## src/rtl/stream_arb_2to1.sv

```systemverilog
// Two-input round-robin stream arbiter feeding a single-entry output register, with per-source transfer counters.
// Latency: a word accepted at edge N is on out_data after edge N; readys drop while the output register is stalled.
module stream_arb_2to1 #(
  parameter int DATA_W = 8,
  parameter int CNT_W  = 8
) (
  input  logic              clk,
  input  logic              rst_n,
  input  logic              a_valid,
  input  logic [DATA_W-1:0] a_data,
  output logic              a_ready,
  input  logic              b_valid,
  input  logic [DATA_W-1:0] b_data,
  output logic              b_ready,
  output logic              out_valid,
  output logic [DATA_W-1:0] out_data,
  output logic              out_select,
  input  logic              out_ready,
  output logic [CNT_W-1:0]  a_count,
  output logic [CNT_W-1:0]  b_count
);

  logic last_grant;
  logic load;
  logic grant_a;
  logic grant_b;

  // On contention the source that did not win last time is served.
  always_comb begin
    grant_a = a_valid && (!b_valid || last_grant);
    grant_b = b_valid && (!a_valid || !last_grant);
  end

  assign load    = !out_valid || out_ready;
  assign a_ready = rst_n && load && grant_a;
  assign b_ready = rst_n && load && grant_b;

  always_ff @(posedge clk) begin
    if (!rst_n) begin
      out_valid  <= 1'b0;
      out_data   <= '0;
      out_select <= 1'b0;
      last_grant <= 1'b1;
      a_count    <= '0;
      b_count    <= '0;
    end else if (a_valid && a_ready) begin
      out_valid  <= 1'b1;
      out_data   <= a_data;
      out_select <= 1'b0;
      last_grant <= 1'b0;
      a_count    <= a_count + 1'b1;
    end else if (b_valid && b_ready) begin
      out_valid  <= 1'b1;
      out_data   <= b_data;
      out_select <= 1'b1;
      last_grant <= 1'b1;
      b_count    <= b_count + 1'b1;
    end else if (out_valid && out_ready) begin
      out_valid <= 1'b0;
    end
  end

endmodule

```

## config.mk

```make
export PLATFORM = sky130hd
export DESIGN_NAME = stream_arb_2to1
export DESIGN_NICKNAME = d
export VERILOG_FILES = /design/src/rtl/stream_arb_2to1.sv
export SDC_FILE = /design/constraint.sdc
export NUM_CORES = 1
export LEC_CHECK = 0
export CAP_MARGIN = 10
export CORE_AREA = 2 2 72 53
export CTS_CLUSTER_DIAMETER = 60
export CTS_CLUSTER_SIZE = 24
export DETAILED_ROUTE_END_ITERATION = 8
export DIE_AREA = 0 0 74 55
export GPL_ROUTABILITY_DRIVEN = 0
export PLACE_DENSITY = 0.69
export SLEW_MARGIN = 25
export SYNTH_ARGS = -nofsm -noshare
export SYNTH_HDL_FRONTEND = slang
export SYNTH_SLANG_ARGS = --single-unit
export TNS_END_PERCENT = 1
```

## constraint.sdc

```tcl
create_clock -name clk -period 1.8 [get_ports clk]
set_input_delay 0.27 -clock clk [delete_from_list [all_inputs] [get_ports clk]]
set_output_delay 0.27 -clock clk [all_outputs]
set_load 0.03 [all_outputs]
```

Fig. 1: run 1, pin map
Scale: 4 px per um. Pins as bars across the die edge, other pins in gray.
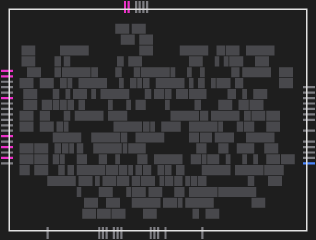
Magenta stands for a_data, pins 8, direction input, edge 6 left, 2 top. Blue stands for out_ready, pins 1, direction input, edge right.
All pins by edge: 18 left, 13 right, 12 bottom, 6 top.

Fig. 2: run 1, wires at chosen ports, followed through buffers
Scale: 4 px per um.
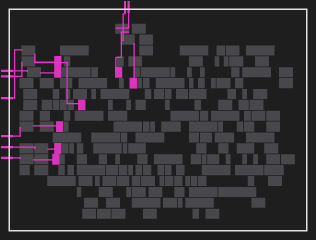
Magenta stands for a_data, direction input, end cells 8, buffers 8, wire 122 um.
num ports: 49
total of buffers placed on input and output ports: 48

Fig. 3: run 1, congestion heat map
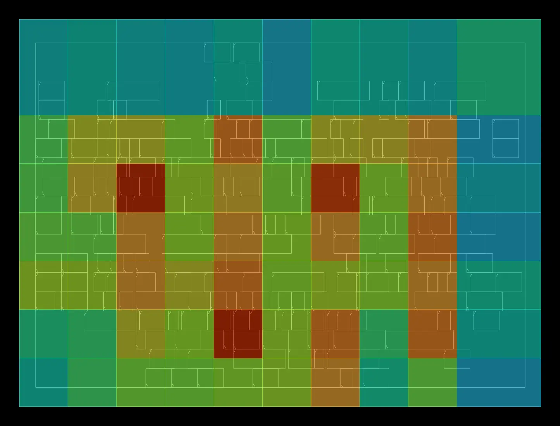
overall routing resource usage: 17.2%
Routed wire per std cell: 12.9 um

Fig. 4: run 1, metal layers overlaid
Scale: 4 px per um.
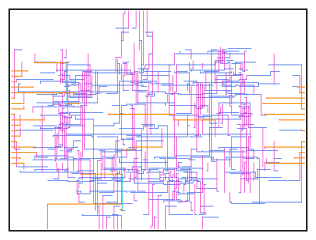
Blue stands for M1, wire length 1,450 um. Cyan stands for M4, wire length 19.0 um. Orange stands for M3, wire length 210 um. Magenta stands for M2, wire length 1,430 um.
overall via count from detail_route: 1,194
Total Wirelength: 3110 um

==> summary.txt, run 1 <==
Figures from the flow reports.

Yosys:
- The run gives the commonest register cell after synthesis as dfxtp_1.
- The run gives the number of enable-type register cells in the synthesized netlist as 0.
- Yosys reported a register bit count of 27.
- A synthesized cell averages 8.58 um^2.
- Yosys attributes the largest share of cell area to dfxtp_1 (46%), a21oi_1 (8.9%), nand2_1 (8.3%).
- The run gives the library cell with the largest summed area after synthesis as dfxtp_1.
- Sequential cells were found to cover 46.0% of the synthesized design area.

STA:
- The run puts the number of hold violations in the final report at 0.
- The final timing report derives a shortest allowable period of 1750 ps.

Layout:
- In the final layout, the share of cells above drive strength 1 is a little over a tenth.
- The registers reported with the highest flop counts are a_count (8), b_count (8), out_data (8).
- The finished layout holds 242 standard cells, fillers aside.
- The run puts the area used by multi-input combinational logic at 592 um^2.
- The run gives the cell area after layout as ~1800 um^2.

Power:
- The leakage power in the latest report is ~0.00069 uW.
- The run puts the power density over the cells at about 700 nW/um^2.
- Per the breakdown, switching nets consume about 28% of all power.

Flow run:
- The tool flagged a number of max-cap violations equal to 0.
- OpenROAD emitted warnings numbering 26.

CTS:
- The run puts the post-cts sizing count at 1.
- The run puts the depth of the CTS H-tree at 1.
- On the worst setup and hold paths after CTS, the clock-pin slew comes to approximately 90 ps.

Worst setup path:
- In this run the worst setup path terminates at a_ready.
- The run puts the depth of the critical timing path with buffers and inverters included at 5.
- The run gives the startpoint of the worst register-to-register path as last_grant.
- Logic depth along the worst register-to-register path is recorded as 4.
- The run gives the peak fanout along the critical path as 11.

Detailed routing:
- The run puts the length of the first detailed-routing pass in iterations at 5.
- The run gives the post-detailed-route count of antenna-violating nets as 0.
- After detailed routing, the number of vias per cell comes to ~5.
- The routed design uses around 1400 um of met2 wire.

Global routing:
- The run puts the met1 global-route usage at 20.3%.

Min path:
- According to the hold report, the worst path is of the flip-flop to flip-flop type.
- The worst hold path begins at out_data[0].

Outcome:
- The flow ran to the end, and the final reports show no timing, DRC or antenna violations.
--- run 2 (diff from run 1) ---
==> constraint.sdc (replaced) <==
create_clock -name clk -period 2.24 [get_ports clk]
set_input_delay 0.336 -clock clk [delete_from_list [all_inputs] [get_ports clk]]
set_output_delay 0.336 -clock clk [all_outputs]
set_load 0.03 [all_outputs]
==> run 2 against run 1 <==
  * Die area did not move
  * Clock skew rose by 6.2 ps
  * Largest power group unchanged
  * Final cell count fell by 1.2%
  * Largest cell class unchanged
==> summary.txt, run 2 <==
Figures from the flow reports.

CTS:
- The run puts the clock-pin slew on the worst setup and hold paths at 90 ps (about the same).
- No sink is reached through more buffers than the 2 on the longest clock path.
- The run gives the post-cts sizing count as 0 (-1).
- The depth of the CTS H-tree was 1 (unchanged).
- TritonCTS built the clock tree.

Yosys:
- For reference, the top cells by area after synthesis are dfxtp_1 (46%), a21oi_1 (8.9%), nand2_1 (8.3%).
- The run puts the number of register bits inferred by synthesis at 27 (unchanged).
- The most used flip-flop cell after synthesis is dfxtp_1.
- The run puts the number of enable-type register cells in the synthesized netlist at 0 (unchanged).
- The run gives the library cell with the largest summed area after synthesis as dfxtp_1.
- The run puts the post-synthesis area per instance at 8.58 um^2 (unchanged).

Layout:
- The run gives the cell area after layout as 1770 um^2 (-2.2%).
- The run puts the area used by multi-input combinational logic at 581 um^2 (-1.9%).
- The run puts the share of cells above drive strength 1 at 9.52% (-0.89 points).
- The run puts the non-clock buffer share of cell area at 29.5%.
- In the final layout, the registers with the most flip-flops are a_count (8), b_count (8), out_data (8).

Detailed routing:
- The mean number of vias per cell was 5.01 (+1.5%).
- The run puts the length of the first detailed-routing pass in iterations at 4 (-1).
- The amount of wire on met2 after detailed routing was 1400 um (-2.0%).
- The run puts the post-detailed-route count of antenna-violating nets at 0 (unchanged).

Place:
- The number of buffer cells added on primary ports is 48 (unchanged).

Worst setup path:
- For reference, the critical path is captured by a_ready.
- Per the timing report, the most critical flop-to-flop path originates at b_count[2].
- The run puts the peak fanout along the critical path at 9 (-2).
- The depth of the critical timing path with buffers and inverters included was 5 (unchanged).

Outcome:
- The flow ran to the end, and the final reports show no timing, DRC or antenna violations.

Power:
- The run gives the power density over the cells as 567 nW/um^2 (-18%).
- The run puts the static leakage at 0.000681 uW (-1.7%).
- The run puts the switching share of total power at 27.9% (+0.32 points).

Min path:
- The launch point of the worst min-delay path is recorded as out_data[7].
- The run gives the class of the tightest hold or removal check as flip-flop to flip-flop.

Flow run:
- The run gives the total tool warning count as 26 (unchanged).
- The run gives the number of violations of the max-capacitance limit as 0 (unchanged).

STA:
- The run puts the post-layout minimum cycle time at 1940 ps.
- The number of hold violations in the final report was 0 (unchanged).

Die:
- The run gives the top-level I/O count as 49 (unchanged).
Fig. 5: run 2, metal layers overlaid
Scale: 4 px per um.
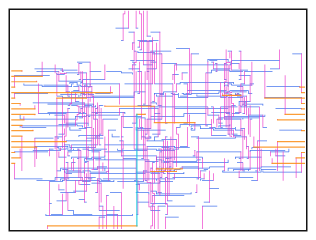
Cyan stands for M4, wire length 27.9 um. Magenta stands for M2, wire length 1,400 um. Blue stands for M1, wire length 1,450 um. Orange stands for M3, wire length 220 um.
overall via count from detail_route: 1,197
Total Wirelength: 3110 um
overall routing resource usage: 16.2%

Fig. 6: run 2, congestion heat map
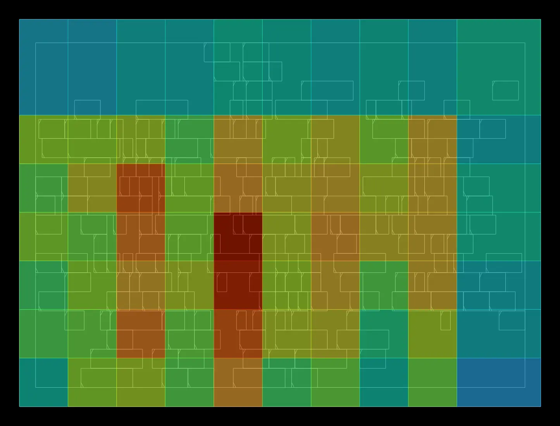
GR Util met3: 4.53%
met2 routing resource usage after global routing: 29.8%
busiest layer in global routing: met2
Routed wire per std cell: 13.0 um

Power and IR drop assume default switching activity.
